$ cat src/rtl/e1b_code_loader.sv
// Loads one Galileo E1B spreading code from a 16-bit host stream into code memory, 12 chips per word.
// Optional trailer checksum (CRC-16-CCITT) is enabled by defining E1B_LOADER_CRC_EN.
module e1b_code_loader #(
  parameter int CODE_WORDS = 341,
  parameter int CNT_W      = 9
) (
  input  logic             clk,
  input  logic             rst_n,
  input  logic             start,
  input  logic             din_valid,
  input  logic [15:0]      din,
  output logic             din_ready,
  output logic             mem_rst,
  output logic             wr,
  output logic [11:0]      tos,
  output logic             busy,
  output logic             done,
  output logic             crc_err,
  output logic [CNT_W-1:0] word_cnt
);

  typedef enum logic [2:0] {IDLE, CLEAR, LOAD, CHECK, DONE} state_t;

  state_t state;
  logic   xfer;
  logic   last_word;

  // Handshake and status flags are pure decodes of the state register, so they
  // change only on the clock edge and carry no combinational path from inputs.
  assign din_ready = (state == LOAD) || (state == CHECK);
  assign mem_rst   = (state == CLEAR);
  assign busy      = (state == CLEAR) || (state == LOAD) || (state == CHECK);
  assign xfer      = din_valid && din_ready;
  assign last_word = (word_cnt == CNT_W'(CODE_WORDS - 1));

`ifdef E1B_LOADER_CRC_EN
  logic [15:0] crc;

  // CRC-16-CCITT, poly 0x1021, MSB-first over the 12 chip bits of one word.
  function automatic logic [15:0] crc_word(input logic [15:0] c, input logic [11:0] d);
    logic [15:0] r;
    r = c;
    for (int i = 11; i >= 0; i--) begin
      r = (r[15] ^ d[i]) ? ({r[14:0], 1'b0} ^ 16'h1021) : {r[14:0], 1'b0};
    end
    return r;
  endfunction

  always_ff @(posedge clk or negedge rst_n) begin
    if (!rst_n) begin
      crc     <= 16'hFFFF;
      crc_err <= 1'b0;
    end else if (start) begin
      crc_err <= 1'b0;
    end else begin
      case (state)
        CLEAR: begin
          crc     <= 16'hFFFF;
          crc_err <= 1'b0;
        end
        LOAD:    if (xfer) crc <= crc_word(crc, din[11:0]);
        CHECK:   if (xfer) crc_err <= (din != crc);
        default: ;
      endcase
    end
  end
`else
  assign crc_err = 1'b0;
`endif

  // NOTE: every register here uses <= so all state updates see pre-edge values;
  // the leading wr <= 0 default makes wr a one-cycle strobe without else-chains.
  always_ff @(posedge clk or negedge rst_n) begin
    if (!rst_n) begin
      state    <= IDLE;
      wr       <= 1'b0;
      tos      <= '0;
      done     <= 1'b0;
      word_cnt <= '0;
    end else begin
      wr <= 1'b0;
      if (start) begin
        // Abort-and-restart from any state; a word offered this cycle is dropped.
        state    <= CLEAR;
        done     <= 1'b0;
        word_cnt <= '0;
      end else begin
        case (state)
          IDLE: ;
          CLEAR: begin
            done     <= 1'b0;
            word_cnt <= '0;
            state    <= LOAD;
          end
          LOAD: begin
            if (xfer) begin
              wr       <= 1'b1;
              tos      <= din[11:0];
              word_cnt <= word_cnt + 1'b1;
              if (last_word) begin
`ifdef E1B_LOADER_CRC_EN
                state <= CHECK;
`else
                state <= DONE;
                done  <= 1'b1;
`endif
              end
            end
          end
          CHECK: begin
            if (xfer) begin
              state <= DONE;
`ifdef E1B_LOADER_CRC_EN
              done  <= (din == crc);
`else
              done  <= 1'b1;
`endif
            end
          end
          DONE: ;
          default: state <= IDLE;
        endcase
      end
    end
  end

endmodule

$ cat config.mk
export PLATFORM = sky130hd
export DESIGN_NAME = e1b_code_loader
export DESIGN_NICKNAME = d
export VERILOG_FILES = /design/src/rtl/e1b_code_loader.sv
export SDC_FILE = /design/constraint.sdc
export NUM_CORES = 1
export LEC_CHECK = 0
export ABC_AREA = 1
export CAP_MARGIN = 20
export CORE_AREA = 5 5 61 63
export DETAILED_ROUTE_END_ITERATION = 12
export DIE_AREA = 0 0 66 68
export GPL_TIMING_DRIVEN = 1
export PLACE_DENSITY = 0.77
export SLEW_MARGIN = 20
export SYNTH_ARGS = -nofsm -noshare
export SYNTH_HDL_FRONTEND = slang
export SYNTH_SLANG_ARGS = --single-unit
$ cat constraint.sdc
create_clock -name clk -period 1.4 [get_ports clk]
set_input_delay 0.28 -clock clk [delete_from_list [all_inputs] [get_ports clk]]
set_output_delay 0.28 -clock clk [all_outputs]
set_load 0.05 [all_outputs]
==> flow_metrics.tcl, run 1 <==
# implementation run metrics
set metrics [dict create \
    hp-class "in -> async" \
    clkCellAreaFrac 0.0224 \
    hold_viol_final 0 \
    cp_cell_sequence "buf_4 > nor2_4 > buf_12" \
    inverters 18 \
    setup_viol 12 \
    lay_top_cells "69 x nand2_1, 27 x buf_12, 20 x dfrtp_1" \
    ant_nets 0 \
    fin_util 0.737 \
    critPathArrivalTime_ns 1.22 \
    path_clk_slew_ns 0.15 \
    async_reset_ff_frac 1.00 \
    crit_path_start "state[2]$_DFFE_PN0P_" \
    min_period_ns 1.50 \
    regMostFlops "tos" \
    fp_nets 198 \
    crit_cells 3 \
    portBuffers 41 \
    simple_gate_share 0.355 \
    antenna_found_initial 0 \
    pre_cts_slack_ns -0.258 \
    die_y_um 68 \
    rsz0062_at_grt "true" \
    fp_util 0.415 \
    groute.usage.overall 0.157 \
    synth_area_sq_um 1320 \
    switching_power_mw 1.45 \
    combPwrFrac 0.539 \
    yosysWarningCount 0 \
    clock_skew_ns 0.00910 \
    p_clk_frac 0.146 \
    violations "negative setup slack" \
    logic_area_sq_um 657 \
    critical-path-top-delay-family "flip-flops" \
    p_sw_frac 0.405 \
    synth_area_per_cell_sq_um 7.50 \
    pwr_density_cell_nw_per_um2 1530 \
    sh_comb_area 0.280 \
    r2r_end "tos[2]$_DFFE_PN0P_" \
    path_buffers 2 \
    setup_ws_ns -0.0978 \
    internal_power_mw 2.13 \
    critPathSlowestCell "dfrtp_2" \
    mux_area_frac 0 \
    largestClassByArea "non-clock buffers" \
    netlist_top_cells_count "74 x nand2_1, 26 x dfrtp_1, 15 x inv_1, 15 x nor2_1, 13 x nand3_1" \
    via_per_inst 4.76 \
    gr-total-overflow 0 \
    dp_cells 270 \
    cp-end-kind "primary output" \
    chipWidth_um 66 \
    start_kind "flip-flop" \
    warning_count 34 \
    dieArea_sq_um 4490 \
    finalClockPeriodUsage 1.07 \
    top_logic_kind "simple AND/OR/NAND/NOR gates" \
    reg2reg_depth 9 \
    yosys_cells 176 \
    status "finished with violations" \
    report.final.slew_viol_count 0 \
    io_pins 47 \
    comb_cells 128 \
    synthXorXnorAreaFrac 0.00664 \
    max-cap-violations 0 \
    lay_top_count "nand2_1" \
]
-- run 1: timing repair --
action	CTS	global route
buffers inserted	2	7
resized	8	24
hold endpoints to repair	0	0
setup endpoints to repair	4	27
pin swaps	1	9
gates cloned	0	1
-- run 1: metal layers --
layer  GRT usage  vias up  part of all wire
li1            -      669                 -
met1       0.196      635              0.39
met2       0.268       43              0.55
met3      0.0181        4             0.045
met4      0.0863        0             0.016
met5           0        -                 0
-- run 1: metrics by stage --
step                hold slack [ns]  instance area [sq um]  total power, mW  setup TNS [ns]
floorplan                   -0.0156                   1340             1.94           -1.43
finish                        0.291                   2340             3.57          -0.364
global placement              0.516                   2130             2.94           -3.15
detailed placement            0.522                   2130             2.98           -4.48
CTS                           0.297                   2220             3.53          -0.446
global route                  0.330                   2340             3.73           -2.05
Run 1, clock wiring as the flow saved it:
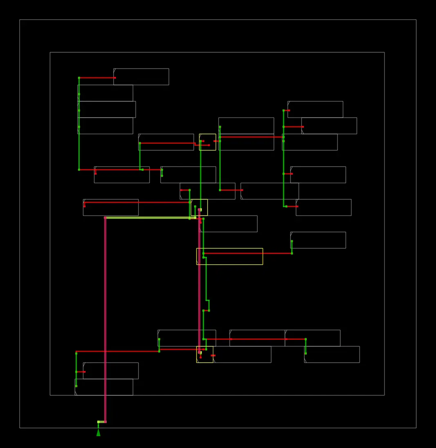
flop count: 26
Num CTS Buffers: 3
clk pwr: 0.521 mW
clkbuf count: 3
Worst-Skew Late Latency: 0.33 ns

Run 1, metal 2:
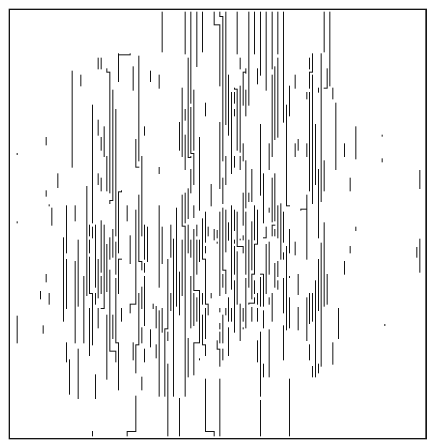
The wires run mostly vertical. The layer holds 55% of the routed length.
met2 usage: 0.268
total wire length: 3480 um
Vias: 1351

Run 1, cells coloured by class:
Bar = 20 um. Fill, decap, tap and diode cells in grey.
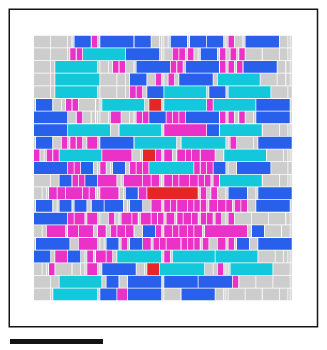
Key: cyan = sequential cells [cells 26, share of their area 29%]; red = clock drivers and dummy loads [cells 4, share of their area 2.3%]; magenta = remaining logic cells [cells 146, share of their area 32%]; blue = remaining buffers and delay cells [cells 62, share of their area 37%]
flop share of the area: 0.281
CORE AREA: 3180 sq um

Run 1, sizing map:
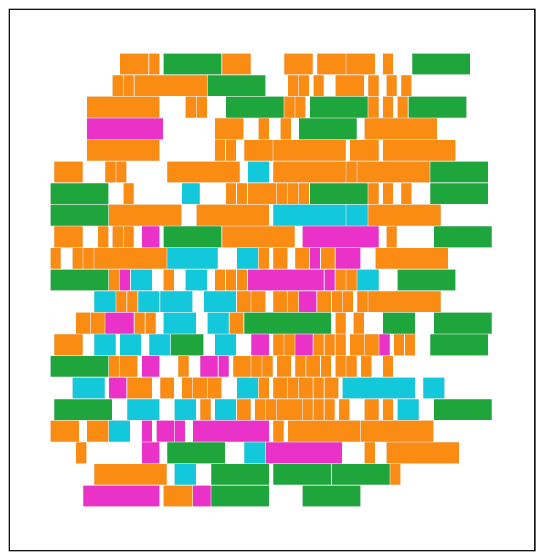
Key: cyan = x3 and x4 [cells 30, share 13%, most used buf_4]; green = x6 and larger [cells 30, share 13%, most used buf_12]; orange = x1 and smaller [cells 153, share 64%, most used nand2_1]; magenta = x2 [cells 25, share 11%]
design area: 2340 sq um
Non-CTS buffers: 62
Syn-to-layout area delta: 77.5%

Run 1, selected gate families:
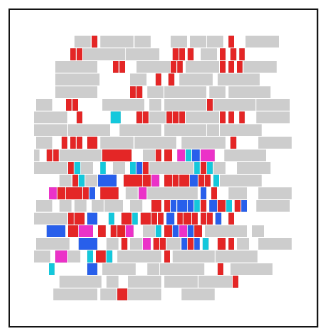

==> run 1 -> run 2 <==
- SETUP_SLACK_MARGIN: not set -> 0.05
Run 2, selected gate families:
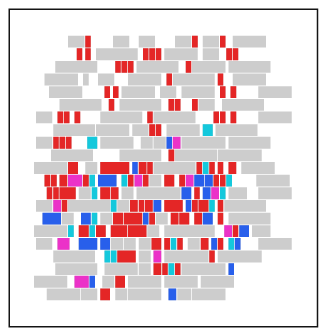
Key: red = nand cells [cells 93, most used nand2_1]; magenta = aoi and oai cells [cells 10, most used o21ai_1]; cyan = inv cells [cells 18, most used inv_1]; blue = nor cells [cells 21, most used nor2_1]
logic share of the area: 0.289
Post-Layout Cell Count: 283
most used logic cell in the final layout: nand2_1

==> run 2 against run 1 <==
Against the previous run: the run still ends with negative setup slack left; global-route usage grew 0.17 points; routed wire length grew 11%; sequential share of layout area shrank 0.47 points; maximum frequency grew 0.52%; area after synthesis is the same; register-to-register slack lost 0.02 ns; die size is the same; clock skew shrank 0.0052 ns; final cell count shrank 0.35%; worst setup slack gained 0.0078 ns; sequential power is essentially flat; via count grew 2.4%; critical path type unchanged; largest cell class unchanged; largest power group unchanged.
==> flow_metrics.tcl, run 2 <==
# implementation run metrics
set metrics [dict create \
    status "finished with violations" \
    violations "negative setup slack" \
    drt_iter0_drc 100 \
    grt_pass1_vias 1184 \
    p_clk_frac 0.147 \
    cts.sinks 26 \
    dieArea_sq_um 4490 \
    start_kind "flip-flop" \
    grt_pass1_wl_um 5440 \
    postCtsSetupBuffers 3 \
    die_y_um 68 \
    via_per_inst 4.89 \
    fp_nets 198 \
    wl_met2_um 2060 \
    netlist_top_cells_count "74 x nand2_1, 26 x dfrtp_1, 15 x inv_1, 15 x nor2_1, 13 x nand3_1" \
    pre_cts_slack_ns -0.212 \
    flop_cell "dfrtp_1" \
    most_common_cell "nand2_1" \
    report.final.slew_viol_count 0 \
    first_pass_iters 4 \
    max-cap-violations 0 \
    reg2reg_depth 9 \
    setup_tns_ns -0.387 \
    grt.busiest_layer "met2" \
    num_vias 1383 \
    rsz0062_at_grt "true" \
    n_antenna_cell 0 \
    cts_resized 11 \
    critPathSlowestCell "dfrtp_1" \
    antenna_found_initial 0 \
    clock_skew_ns 0.00393 \
    cts_made_buffers 3 \
    hold_slack_ns 0.283 \
    grt_use_met3 0.0213 \
    r2r_end "word_cnt[1]$_DFFE_PN0P_" \
    dr_wl_met3_um 180 \
    ys.flops 26 \
    simple_gate_share 0.355 \
    cp_cell_sequence "nor2_2 > nor2_4 > buf_12" \
    path_buffers 1 \
    synthXorXnorAreaFrac 0.00664 \
    gp_congestion 0.875 \
    warning_count 34 \
    postSynthSeqShare 0.493 \
    areaGrowthSynthToFinish_pct 80.6 \
    wl_met1_um 1540 \
    top_logic_kind "simple AND/OR/NAND/NOR gates" \
    avgRoutedWirePerCell_um 13.6 \
    portBuffers 41 \
    hp-class "in -> async" \
    lay_top_cells "65 x nand2_1, 28 x buf_12, 20 x dfrtp_1" \
    async_reset_ff_frac 1.00 \
    combPwrFrac 0.543 \
    path_max_fanout 4 \
    internal_power_mw 2.14 \
    hold_viol_final 0 \
    regMostFlops "tos" \
    dp_cells 270 \
    path_clk_slew_ns 0.15 \
    synth_area_per_cell_sq_um 7.50 \
    mux_area_frac 0 \
    io_pins 47 \
    area_leaders "dfrtp_1 49%, nand2_1 21%, nand3_1 4.9%" \
    gr-total-overflow 0 \
    grtUsageMet1 0.195 \
    reg2reg_from "state[2]$_DFFE_PN0P_" \
    crit_cells 3 \
    yosysTopAreaCell "dfrtp_1" \
    cp-end-kind "primary output" \
    crit_path_start "state[1]$_DFFE_PN0P_" \
    pwr_density_cell_nw_per_um2 1510 \
    design.core.area_sq_um 3180 \
    p_clk_mw 0.530 \
    critPathArrivalTime_ns 1.21 \
    switching_power_mw 1.47 \
    groute.usage.overall 0.159 \
    use_met2 0.279 \
    setup_viol 16 \
    ant_nets 0 \
    synth_area_sq_um 1320 \
    slowest_delay_ns 0.46 \
    synth-edff-count 0 \
    critical-path-top-delay-family "flip-flops" \
    p_sw_frac 0.408 \
    yosys_cells 176 \
    top_layer_used "met4" \
    fp_util 0.415 \
    min_period_ns 1.49 \
    ff2ff_setup_slack_ns -0.06 \
    wirelength_um 3860 \
    fill_cells 204 \
    insertion_delay_ns 0.33 \
    chipWidth_um 66 \
    setup_ws_ns -0.0900 \
    yosysWarningCount 0 \
    finalClockPeriodUsage 1.06 \
]
Run 2, cells coloured by class:
Bar = 20 um. Fill, decap, tap and diode cells in grey.
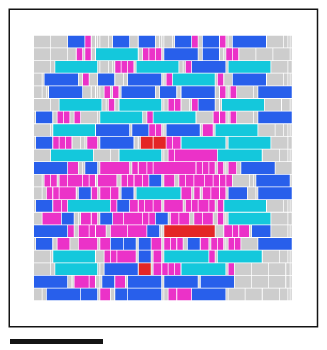
Key: cyan = sequential cells [cells 26, share of their area 28%]; magenta = remaining logic cells [cells 146, share of their area 33%]; red = clock drivers and dummy loads [cells 4, share of their area 2.3%]; blue = remaining buffers and delay cells [cells 61, share of their area 37%]
design area: 2380 sq um
Final Core Density: 0.750
placement row count: 21
flop share of the area: 0.276

[run 2: metrics by stage]
| stage | cell area [sq um] | total power, mW |
|---|---|---|
| 2_1_floorplan | 1350 | 1.94 |
| 3_3_place_gp | 2150 | 2.96 |
| 3_5_place_dp | 2150 | 2.99 |
| 4_1_cts | 2260 | 3.57 |
| 5_1_grt | 2380 | 3.75 |
| 6_report | 2380 | 3.61 |
[run 2: layout make-up]
class / instances / area, sq um / share of cell area
Clock buffer: 3 / 22.5 / 0.00945
Clock inverter: 1 / 30.0 / 0.0126
Inverter: 18 / 72.6 / 0.0304
Multi-Input combinational cell: 128 / 689 / 0.289
Sequential cell: 26 / 658 / 0.276
Tap cell: 46 / 57.6 / 0.0241
Timing Repair Buffer: 61 / 853 / 0.358
Run 2, metal 2:
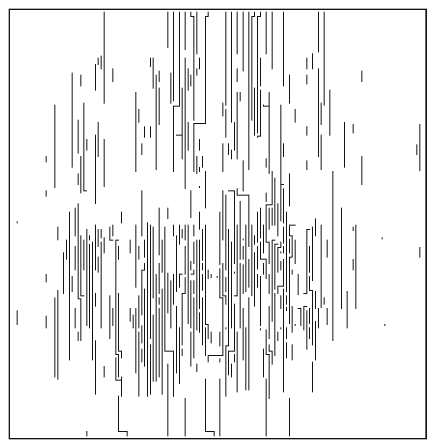

==> run 2 -> run 3 <==
- CELL_PAD_IN_SITES_DETAIL_PLACEMENT: not set -> 0
- CELL_PAD_IN_SITES_GLOBAL_PLACEMENT: not set -> 2
- CORE_AREA: 5 5 61 63 -> 5 5 81 83
- DIE_AREA: 0 0 66 68 -> 0 0 86 88
- PLACE_DENSITY: 0.77 -> not set
- PLACE_DENSITY_LB_ADDON: not set -> 0.1
Run 3, metal 2:
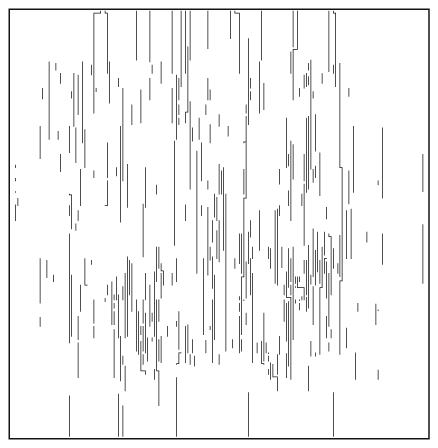
214 nets have wire on it. The longest straight run is 32.3 um. The wires run mostly vertical.
total wire length: 3920 um
Vias: 1344
met2 usage: 0.174

==> run 3 against run 2 <==
Against the previous run: the flow still finishes with violations (negative setup slack); non-clock buffer count up 6; final area up 8.1%; die size up 69%; final cell count up 12%; total power up 4.9%; global-route usage down 5.4 points; critical path type unchanged; critical endpoint is now din_ready; largest cell class unchanged.
==> flow_metrics.tcl, run 3 <==
# implementation run metrics
set metrics [dict create \
    drt_iter0_drc 34 \
    finalClockPeriodUsage 1.04 \
    place_area_sq_um 2210 \
    largest_reg_flops 12 \
    yosys-stat-area_sq_um 1320 \
    chipWidth_um 86 \
    hold_viol_final 0 \
    top_logic_kind "simple AND/OR/NAND/NOR gates" \
    warning_count 34 \
    setup_tns_ns -0.202 \
    crit_cells 4 \
    die_y_um 88 \
    crit_path_start "state[2]$_DFFE_PN0P_" \
    flop_cell "dfrtp_1" \
    cts_resized 21 \
    yosysTopAreaCell "dfrtp_1" \
    comb_power_mw 2.02 \
    design.core.area_sq_um 5780 \
    portBuffers 41 \
    ff2ff_setup_slack_ns -0.02 \
    aoi_share 0.0427 \
    yosysWarningCount 0 \
    netlist_top_cells_count "74 x nand2_1, 26 x dfrtp_1, 15 x inv_1, 15 x nor2_1, 13 x nand3_1" \
    cts.htree.levels 1 \
    cp-end-kind "primary output" \
    internal_power_mw 2.28 \
    required_ns 1.12 \
    leakage_nw 1.22 \
    p_clk_frac 0.170 \
    first_pass_iters 4 \
    cp_cell_sequence "buf_6 > nor2_4 > buf_6 > buf_12" \
    dp_hpwl_um 2830 \
    clock_skew_ns 0.00110 \
    cts.sinks 26 \
    grt_pass1_vias 1370 \
    netlist_instances 176 \
    violations "negative setup slack" \
    switching_power_mw 1.51 \
    async_reset_ff_frac 1.00 \
    path_clk_slew_ns 0.10 \
    rsz0062_at_grt "true" \
    pwr-share-seq 0.297 \
    cts_made_buffers 3 \
    io_pins 47 \
    simple_gate_share 0.355 \
    groute.usage.overall 0.105 \
    top_cell_area_share 0.493 \
    max_freq_ghz 0.685 \
    dieArea_sq_um 7570 \
    lay_top_count "nand2_1" \
    layoutNonFillerInstCount 318 \
    synth-edff-count 0 \
    insertion_delay_ns 0.27 \
    pg_seq_mw 1.13 \
    p_sw_frac 0.398 \
    reg2reg_depth 9 \
    p_clk_mw 0.643 \
    regMostFlops "tos" \
    path_buffers 3 \
    power.total_mw 3.79 \
    drive_above_1_share 0.469 \
    n_antenna_cell 0 \
    lay_top_cells "53 x nand2_1, 28 x buf_12, 17 x nand2_2, 17 x dfrtp_1, 17 x buf_4" \
    ir_drop_mv 1.15 \
    ant_nets 0 \
    via_per_inst 4.23 \
    crit_path_frequent_cell "buf_6" \
    critPathArrivalTime_ns 1.18 \
    path_max_fanout 4 \
    clockBufferDepth 2 \
    power.group.top "combinational cells" \
    gp_congestion 0.848 \
    setup_ws_ns -0.0595 \
    setup_viol 11 \
    combPwrFrac 0.533 \
    layout.nets 266 \
    reg2reg_from "state[2]$_DFFE_PN0P_" \
    fin_util 0.446 \
    drcViolationCount 0 \
    hold_buffers 0 \
    grt_pass1_wl_um 6390 \
    pwr_density_cell_nw_per_um2 1470 \
    critPathSlowestCell "dfrtp_2" \
    start_kind "flip-flop" \
    rows 28 \
    postCtsSetupBuffers 1 \
    synth_area_per_cell_sq_um 7.50 \
    antenna_found_initial 0 \
    mux_area_frac 0 \
    crit_type "reg -> out" \
    largest_registers "tos (12), word_cnt (9), state (3)" \
    max-cap-violations 0 \
    min_period_ns 1.46 \
    ys.flops 26 \
    yosys.area_share.adder 0.0190 \
    dp_cells 304 \
    hp-class "in -> async" \
    avgRoutedWirePerCell_um 12.3 \
    slowest_delay_ns 0.45 \
    pre_cts_slack_ns -0.297 \
    hold_slack_ns 0.358 \
    status "finished with violations" \
    report.final.slew_viol_count 0 \
    area_leaders "dfrtp_1 49%, nand2_1 21%, nand3_1 4.9%" \
    synth_area_sq_um 1320 \
    fp_nets 198 \
    grt_max_degree 27 \
    clockRootBuffer "clkbuf_8" \
    postSynthSeqShare 0.493 \
    cts_tree "done" \
    most_common_cell "nand2_1" \
    r2r_end "tos[11]$_DFFE_PN0P_" \
    critical-path-top-delay-family "flip-flops" \
    gr-total-overflow 0 \
    synthXorXnorAreaFrac 0.00664 \
    synthDistinctLibCells 22 \
    cp-endpoint "din_ready" \
    fp_util 0.228 \
    yosys_cells 176 \
]
Run 3, sizing map:
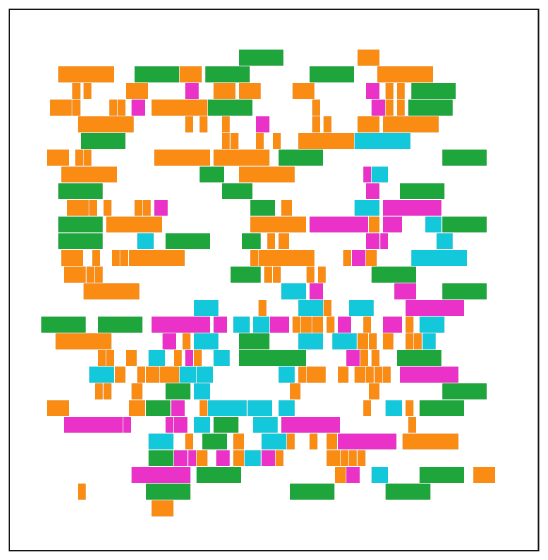
Key: cyan = x3 and x4 [cells 35, share 14%, most used buf_4]; green = x6 and larger [cells 40, share 16%, most used buf_12]; magenta = x2 [cells 39, share 16%, most used nand2_2]; orange = x1 and smaller [cells 129, share 53%, most used nand2_1]
Syn-to-layout area delta: 95.2%
Non-CTS buffers: 67
PnR worst setup slack: -0.0595 ns
design area: 2580 sq um

## run 3: cell types whose count changed in the layout (fill, tap and decap cells not counted), moves of 2 or more
cell and change:
nand2_1 -12, nand2_2 +8, buf_6 +5, nand2_4 +4
clkbuf_4 -3, clkbuf_8 +3, dfrtp_1 -3, dfrtp_2 +3
nor2_2 -3, nor2_4 +3, nand3_1 +2, nand3_2 -2
## run 3: layer usage
layer / global-route usage / part of all wire
met1: 0.135 / 0.42
met2: 0.174 / 0.51
met3: 0.0254 / 0.055
met4: 0.0345 / 0.0097
met5: 0 / 0
## run 3: layout make-up
type                    count  area [sq um]
repair buffers             67           917
multi-input cells         128           757
inverters                  18          75.1
well taps                  75          93.8
clock buffers               3          41.3
fillers                   584          3200
flip-flops and latches     26           662
clock inverters             1          30.0
Power is estimated from default activity; no workload was simulated.
